==> config.mk <==
export PLATFORM = sky130hd
export DESIGN_NAME = ddfs_adsr_flat
export DESIGN_NICKNAME = d
export VERILOG_FILES = /design/src/rtl/ddfs_adsr_if.sv /design/src/rtl/ddfs_adsr.sv /design/src/flat_wrapper.sv
export SDC_FILE = /design/constraint.sdc
export NUM_CORES = 1
export LEC_CHECK = 0
export ABC_AREA = 1
export CELL_PAD_IN_SITES_DETAIL_PLACEMENT = 0
export CELL_PAD_IN_SITES_GLOBAL_PLACEMENT = 2
export CORE_MARGIN = 4
export CORE_UTILIZATION = 30
export DETAILED_ROUTE_END_ITERATION = 7
export GPL_TIMING_DRIVEN = 0
export PLACE_DENSITY_LB_ADDON = 0.3
export SYNTH_ARGS = -nofsm -noshare
export SYNTH_HDL_FRONTEND = slang
export SYNTH_SLANG_ARGS = --single-unit
==> constraint.sdc <==
create_clock -name clk -period 4.3 [get_ports clk]
set_clock_uncertainty 0.1 [all_clocks]
set_input_delay 1.29 -clock clk [delete_from_list [all_inputs] [get_ports clk]]
set_output_delay 1.29 -clock clk [all_outputs]
set_load 0.03 [all_outputs]
==> src/rtl/ddfs_adsr_if.sv <==
// ddfs_adsr_if: control/status bundle between the register file and one
// ADSR envelope sequencer (steps, sustain setup, start/stop, env readback).
interface ddfs_adsr_if #(
  parameter int SUS_W = 32
);
  logic               start;
  logic               stop;
  logic [31:0]        attack_step;
  logic [31:0]        decay_step;
  logic [15:0]        sustain_level;
  logic [SUS_W-1:0]   sustain_time;
  logic [31:0]        release_step;
  logic signed [15:0] env;
  logic               idle;
  logic [2:0]         state_o;

  modport master (
    output start, stop, attack_step, decay_step, sustain_level,
           sustain_time, release_step,
    input  env, idle, state_o
  );

  modport slave (
    input  start, stop, attack_step, decay_step, sustain_level,
           sustain_time, release_step,
    output env, idle, state_o
  );
endinterface

==> src/rtl/ddfs_adsr.sv <==
// ddfs_adsr: attack/decay/sustain/release envelope generator feeding the
// DDFS env input (Q2.14, 0x4000 = 1.0). Optional macro DDFS_ADSR_BYPASS_EN
// adds a bypass input that forces env to full scale without disturbing the
// state machine.
//
// state   | meaning
// IDLE    | amp held at 0, waiting for start
// ATTACK  | amp ramps up by attack_step until full scale
// DECAY   | amp ramps down by decay_step to the sustain level
// SUSTAIN | amp held at sustain level for sustain_time cycles (all-ones = forever)
// RELEASE | amp ramps down by release_step to 0
module ddfs_adsr #(
  parameter int SUS_W = 32
) (
  input  logic clk,
  input  logic rst_n,
`ifdef DDFS_ADSR_BYPASS_EN
  input  logic bypass,
`endif
  ddfs_adsr_if.slave bus
);

  typedef enum logic [2:0] {
    IDLE    = 3'd0,
    ATTACK  = 3'd1,
    DECAY   = 3'd2,
    SUSTAIN = 3'd3,
    RELEASE = 3'd4
  } state_t;

  localparam logic [31:0] MAX = 32'h4000_0000;

  state_t           state, state_nxt;
  logic [31:0]      amp, amp_nxt;
  logic [SUS_W-1:0] cnt, cnt_nxt;
  logic [31:0]      sl;
  logic [32:0]      atk_sum;
  logic [32:0]      dec_diff;
  logic             hold_inf;
  logic             sus_done;
  logic             env_full;

  // Derived compare terms; 33-bit arithmetic keeps carries/borrows visible
  always_comb begin
    sl       = {(bus.sustain_level > 16'h4000) ? 16'h4000 : bus.sustain_level, 16'h0000};
    atk_sum  = {1'b0, amp} + {1'b0, bus.attack_step};
    dec_diff = {1'b0, amp} - {1'b0, bus.decay_step};
    hold_inf = &bus.sustain_time;
    sus_done = !hold_inf &&
               ((bus.sustain_time == '0) || (cnt == bus.sustain_time - SUS_W'(1)));
  end

  // Next-state / next-amplitude; start/stop overrides applied last so start wins
  always_comb begin
    state_nxt = state;
    amp_nxt   = amp;
    cnt_nxt   = cnt;
    case (state)
      IDLE: begin
        amp_nxt = '0;
        if (bus.start) state_nxt = ATTACK;
      end
      ATTACK: begin
        if ((bus.attack_step == '0) || (atk_sum >= {1'b0, MAX})) begin
          amp_nxt   = MAX;
          state_nxt = DECAY;
        end else begin
          amp_nxt = atk_sum[31:0];
        end
      end
      DECAY: begin
        if ((bus.decay_step == '0) || dec_diff[32] || (dec_diff[31:0] <= sl)) begin
          amp_nxt   = sl;
          cnt_nxt   = '0;
          state_nxt = SUSTAIN;
        end else begin
          amp_nxt = dec_diff[31:0];
        end
      end
      SUSTAIN: begin
        amp_nxt = sl;
        if (sus_done) state_nxt = RELEASE;
        else          cnt_nxt   = cnt + SUS_W'(1);
      end
      RELEASE: begin
        if ((bus.release_step == '0) || (amp <= bus.release_step)) begin
          amp_nxt   = '0;
          state_nxt = IDLE;
        end else begin
          amp_nxt = amp - bus.release_step;
        end
      end
      default: begin
        state_nxt = IDLE;
        amp_nxt   = '0;
        cnt_nxt   = '0;
      end
    endcase

    // Retrigger and forced release both freeze amp for one edge (no click)
    if (state == ATTACK || state == DECAY || state == SUSTAIN || state == RELEASE) begin
      if (bus.start) begin
        state_nxt = ATTACK;
        amp_nxt   = amp;
      end else if (bus.stop && state != RELEASE) begin
        state_nxt = RELEASE;
        amp_nxt   = amp;
      end
    end
  end

`ifdef DDFS_ADSR_BYPASS_EN
  assign env_full = bypass;
`else
  assign env_full = 1'b0;
`endif

  // State, accumulator, counter and registered outputs
  always_ff @(posedge clk or negedge rst_n) begin
    if (!rst_n) begin
      state       <= IDLE;
      amp         <= '0;
      cnt         <= '0;
      bus.env     <= '0;
      bus.idle    <= 1'b1;
      bus.state_o <= 3'd0;
    end else begin
      state       <= state_nxt;
      amp         <= amp_nxt;
      cnt         <= cnt_nxt;
      bus.env     <= env_full ? 16'sh4000 : amp_nxt[31:16];
      bus.idle    <= !env_full && (state_nxt == IDLE);
      bus.state_o <= state_nxt;
    end
  end

endmodule

==> src/flat_wrapper.sv <==
// flat-port wrapper written by rule: the top's interface ports become plain ports
module ddfs_adsr_flat 
#(
  parameter int SUS_W = 32
)
  (clk, rst_n, bus_start, bus_stop, bus_attack_step, bus_decay_step, bus_sustain_level, bus_sustain_time, bus_release_step, bus_env, bus_idle, bus_state_o);
  ddfs_adsr_if #(.SUS_W(SUS_W)) bus_i ();
  input  logic clk;
  input  logic rst_n;
  input wire logic [$bits(bus_i.start)-1:0] bus_start;
  input wire logic [$bits(bus_i.stop)-1:0] bus_stop;
  input wire logic [$bits(bus_i.attack_step)-1:0] bus_attack_step;
  input wire logic [$bits(bus_i.decay_step)-1:0] bus_decay_step;
  input wire logic [$bits(bus_i.sustain_level)-1:0] bus_sustain_level;
  input wire logic [$bits(bus_i.sustain_time)-1:0] bus_sustain_time;
  input wire logic [$bits(bus_i.release_step)-1:0] bus_release_step;
  output wire logic [$bits(bus_i.env)-1:0] bus_env;
  output wire logic [$bits(bus_i.idle)-1:0] bus_idle;
  output wire logic [$bits(bus_i.state_o)-1:0] bus_state_o;
  assign bus_i.start = bus_start;
  assign bus_i.stop = bus_stop;
  assign bus_i.attack_step = bus_attack_step;
  assign bus_i.decay_step = bus_decay_step;
  assign bus_i.sustain_level = bus_sustain_level;
  assign bus_i.sustain_time = bus_sustain_time;
  assign bus_i.release_step = bus_release_step;
  assign bus_env = bus_i.env;
  assign bus_idle = bus_i.idle;
  assign bus_state_o = bus_i.state_o;
  ddfs_adsr #(.SUS_W(SUS_W)) u_core (.clk(clk), .rst_n(rst_n), .bus(bus_i));
endmodule
==> impl_table.tex <==
% Implementation results table
\begin{tabular}{lr}
\hline
Metric & Value \\
\hline
\multicolumn{2}{l}{\textbf{Outcome}} \\
\quad Run status & finished, violations left \\
\quad Violated checks & setup timing \\
\multicolumn{2}{l}{\textbf{Clocking}} \\
\quad Clock insertion delay at the later pin of the skew report & 0.36 ns \\
\quad Root cell of the clock tree & sky130\_fd\_sc\_hd\_\_clkbuf\_16 \\
\quad Worst-path clk slew & roughly 0.060 ns \\
\quad TritonCTS clock tree & built \\
\quad Number of levels in the clock H-tree & 3 \\
\quad Number of buffers added by the clock tree synthesis step & 9 \\
\multicolumn{2}{l}{\textbf{Drt}} \\
\quad Total Wirelength & 57450 microns \\
\quad Total iterations of the first detailed-routing run & 5 \\
\quad Via count & 15590 \\
\quad Wirelength per Cell & 18.72 microns \\
\quad Mean number of vias per cell & about 5.1 \\
\quad DRC errors left & 0 \\
\quad Antenna Violating Nets Remaining & 0 \\
\multicolumn{2}{l}{\textbf{Placed design}} \\
\quad RePlAce Congestion & just over 0.9 \\
\quad Final HPWL from detailed placement & roughly 46000 microns \\
\quad Setup WS pre-CTS & -1.686 ns \\
\quad Post-Place Cell Area & roughly 0.015 sq mm \\
\quad DP Cell Count & around 2900 \\
\multicolumn{2}{l}{\textbf{Worst setup path}} \\
\quad Required time of the critical path & 4.46 ns \\
\quad Worst reg-to-reg path cell count & 29 \\
\quad Largest delay contributor family on the critical path & simple AND/OR/NAND/NOR gates \\
\quad Maximum fanout encountered on the critical timing path & 6 \\
\quad Maximum single-stage delay on the critical path & just over 0.3 ns \\
\quad Worst setup path category & in -> reg \\
\quad Slowest stage cell, crit path & sky130\_fd\_sc\_hd\_\_nor2\_1 \\
\quad Element type at the critical path end & flip-flop \\
\quad Register-to-Register Setup Slack & -0.12 ns \\
\quad Combined buffer and inverter count along the critical path & 7 \\
\quad End of the worst register-to-register path & u\_core.cnt[21] \\
\quad Startpoint types & primary input \\
\quad Most frequent cell on the critical path & sky130\_fd\_sc\_hd\_\_nand2\_2 \\
\multicolumn{2}{l}{\textbf{Pwr}} \\
\quad Total power divided by cell area & 511.1 mW/mm\^{}2 \\
\quad LEAKAGE & a little under 9 nW \\
\quad Pwr Total & $\sim$9.3 mW \\
\quad Worst ir drop on vdd & approximately 200 uV \\
\multicolumn{2}{l}{\textbf{Logic synthesis}} \\
\quad Cell area after synthesis & $\sim$0.013 sq mm \\
\quad Gate Count Post-Synth & approximately 2200 \\
\quad Top cells by count & 706 x sky130\_fd\_sc\_hd\_\_nand2\_1, 278 x sky130\_fd\_sc\_hd\_\_inv\_1, 262 x sky130\_fd\_sc\_hd\_\_nor2\_1 \\
\quad Tally of yosys warning messages & 0 \\
\quad Share of Yosys cell area claimed by the top area cell type & 0.2105 \\
\quad Primary flip-flop cell chosen by synthesis mapping & sky130\_fd\_sc\_hd\_\_dfrtp\_1 \\
\quad Yosys cell count & roughly 2200 \\
\quad Count of different cell masters after synthesis & 48 \\
\quad Syn avg cell area & roughly 5.7 sq um \\
\quad Nets in the synthesized netlist & 2457 \\
\quad Post-synth EDFFs & 0 \\
\quad Area leader, netlist & sky130\_fd\_sc\_hd\_\_nand2\_1 \\
\multicolumn{2}{l}{\textbf{Layout}} \\
\quad Share of final layout cell area taken by non-clock buffers & 0.1844 \\
\quad Final \#Nets & approximately 2800 \\
\quad Top cell class by occupied area & multi-input combinational cells \\
\quad Number of inserted diodes & 0 \\
\quad Inverter count of the layout excluding clock inverters & 282 \\
\quad Register fraction of the total cell area & 0.09341 \\
\quad Relative area of clock buffers and inverters in the final design & 0.01613 \\
\quad Logic share of the area & 0.6108 \\
\quad Area taken by multi-input logic gates & between 0.01 and 0.015 sq mm \\
\quad Filler-free cell count of the finished design & slightly above 3000 \\
\quad Multi-input gates & between 1500 and 2000 \\
\quad Top cell excl fill/tap & sky130\_fd\_sc\_hd\_\_nand2\_1 \\
\quad Most frequently placed logic cells in the final layout & 609 x sky130\_fd\_sc\_hd\_\_nand2\_1, 239 x sky130\_fd\_sc\_hd\_\_inv\_1, 239 x sky130\_fd\_sc\_hd\_\_nor2\_1 \\
\quad End-of-flow core utilization & 0.4435 \\
\quad Non-Clock Buffer Count & $\sim$380 \\
\quad Layout sequential cell count & 68 \\
\quad Proportion of layout cells with a drive suffix above 1 & 0.2196 \\
\quad Area Overhead vs Synth & 44.83\% \\
\quad Clock buffer instance count of the final layout & 10 \\
\multicolumn{2}{l}{\textbf{Global routing}} \\
\quad Wire length of the first global-routing pass & 86100 microns \\
\quad Antenna violations before repair & 0 \\
\quad Final global-route overflow total & 0 \\
\quad Total global-route track usage & 0.2451 \\
\quad Largest net degree at the start of global routing & 66 \\
\multicolumn{2}{l}{\textbf{Die}} \\
\quad Initial core utilization & 0.3062 \\
\quad Std-Cell Rows & 74 \\
\quad Die Height & $\sim$210 microns \\
\quad Width of the die & 212.8 microns \\
\multicolumn{2}{l}{\textbf{Timing}} \\
\quad Number of setup violations in the final report & roughly 66 \\
\quad Achievable clock frequency & between 200 and 250 MHz \\
\quad Unrepaired setup endpoints after global routing & yes \\
\quad Number of max-slew violations in the final report & 0 \\
\quad Final setup slack of the worst path & -0.5196 ns \\
\quad Transition time at the pin with the least slew margin & around 0.94 ns \\
\quad Final sum of negative setup slack & -28.33 ns \\
\quad Worst hold slack across all endpoints & slightly below 0.5 ns \\
\quad Final Critical Period & between 4 and 5 ns \\
\quad Tcrit/Tclk final & 1.121 \\
\quad Hold Vio Cnt, Final & 0 \\
\multicolumn{2}{l}{\textbf{Hold path}} \\
\quad Hold crit path type & reg -> reg \\
\quad Capture endpoint of the worst hold path & u\_core.cnt[5] \\
\multicolumn{2}{l}{\textbf{Run}} \\
\quad Log Warnings & 30 \\
\quad Max-cap violation count & 0 \\
\hline
\end{tabular}
[flip-flops by register name, indices dropped and copies added, names as in the netlist]
register	cells
u_core.cnt	32
u_core.bus.state_o	3
u_core.bus.idle	1
u_core.amp	32
[report_power, final]
group          leakage, nW  switching [mW]  internal [mW]
sequential           0.936           0.439          0.767
clock                0.142           0.310          0.449
combinational         7.65            4.23           3.12
[worst max path at each step]
stage                 startpoint              to  slack [ns]  cells after the start
4_1_cts        bus_decay_step[0]  u_core.cnt[17]       -0.36                     30
2_1_floorplan  bus_decay_step[0]  u_core.cnt[12]       -0.23                     29
6_report       bus_decay_step[7]  u_core.cnt[21]       -0.52                     29
5_1_grt        bus_decay_step[7]  u_core.cnt[14]       -0.66                     29
3_5_place_dp   bus_decay_step[2]  u_core.cnt[17]       -1.69                     30
3_3_place_gp   bus_decay_step[9]  u_core.cnt[12]       -1.68                     26
[tightest hold or removal path, delay by kind of cell (launching register included)]
family             cells  cell delay [ns]
AOI/OAI and AO/OA      1             0.07
DFF                    1             0.41
and+or+nand+nor        1             0.07
[what timing repair did]
item / CTS / global route
buffers inserted: 148 / 12
pin swaps: 119 / 76
gates cloned: 3 / 2
setup endpoints to repair: 66 / 66
gates resized: 367 / 128
[metal layers]
layer	share of wire	vias up	track usage
met1	0.53	7294	0.3919
met3	0.056	55	0.01690
li1	-	7804	-
met4	0.013	0	0.04331
met2	0.41	438	0.3616
met5	0	-	0
[logic make-up (layout without fill, tap and decap cells)]
logic type | count (synthesis) | in the layout | synth area share
DFF | 68 | 68 | 0.1353
buffers and inverters | 327 | 673 | 0.1055
xor gates and xnor gates | 121 | 121 | 0.08529
and+or+nand+nor | 1271 | 1271 | 0.4288
AOI/OAI and AO/OA | 285 | 285 | 0.1257
other | 1 | 1 | 0.0002979
adders and majority gates | 118 | 118 | 0.1191
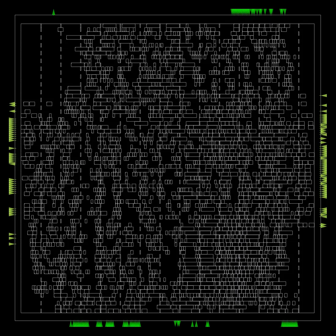
(images/placement.png)
standard cell core area: 0.04111 sq mm
FILL cells: 4342
tap cell instance count: 532

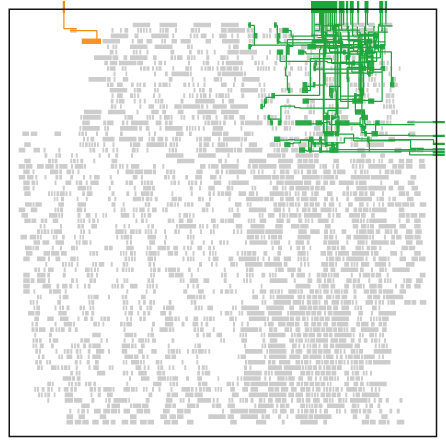
(images/io_fan.png)
Scale: 2 px per micron.
bus_sustain_time: in green, direction input, end cells 91, wire 2610 microns. bus_idle: in orange, direction output, end cells 1, wire 34.6 microns.
buffers added on ports: 167
number of top-level design ports: 168

No activity file was given, so power comes from the tool's default toggle rates.
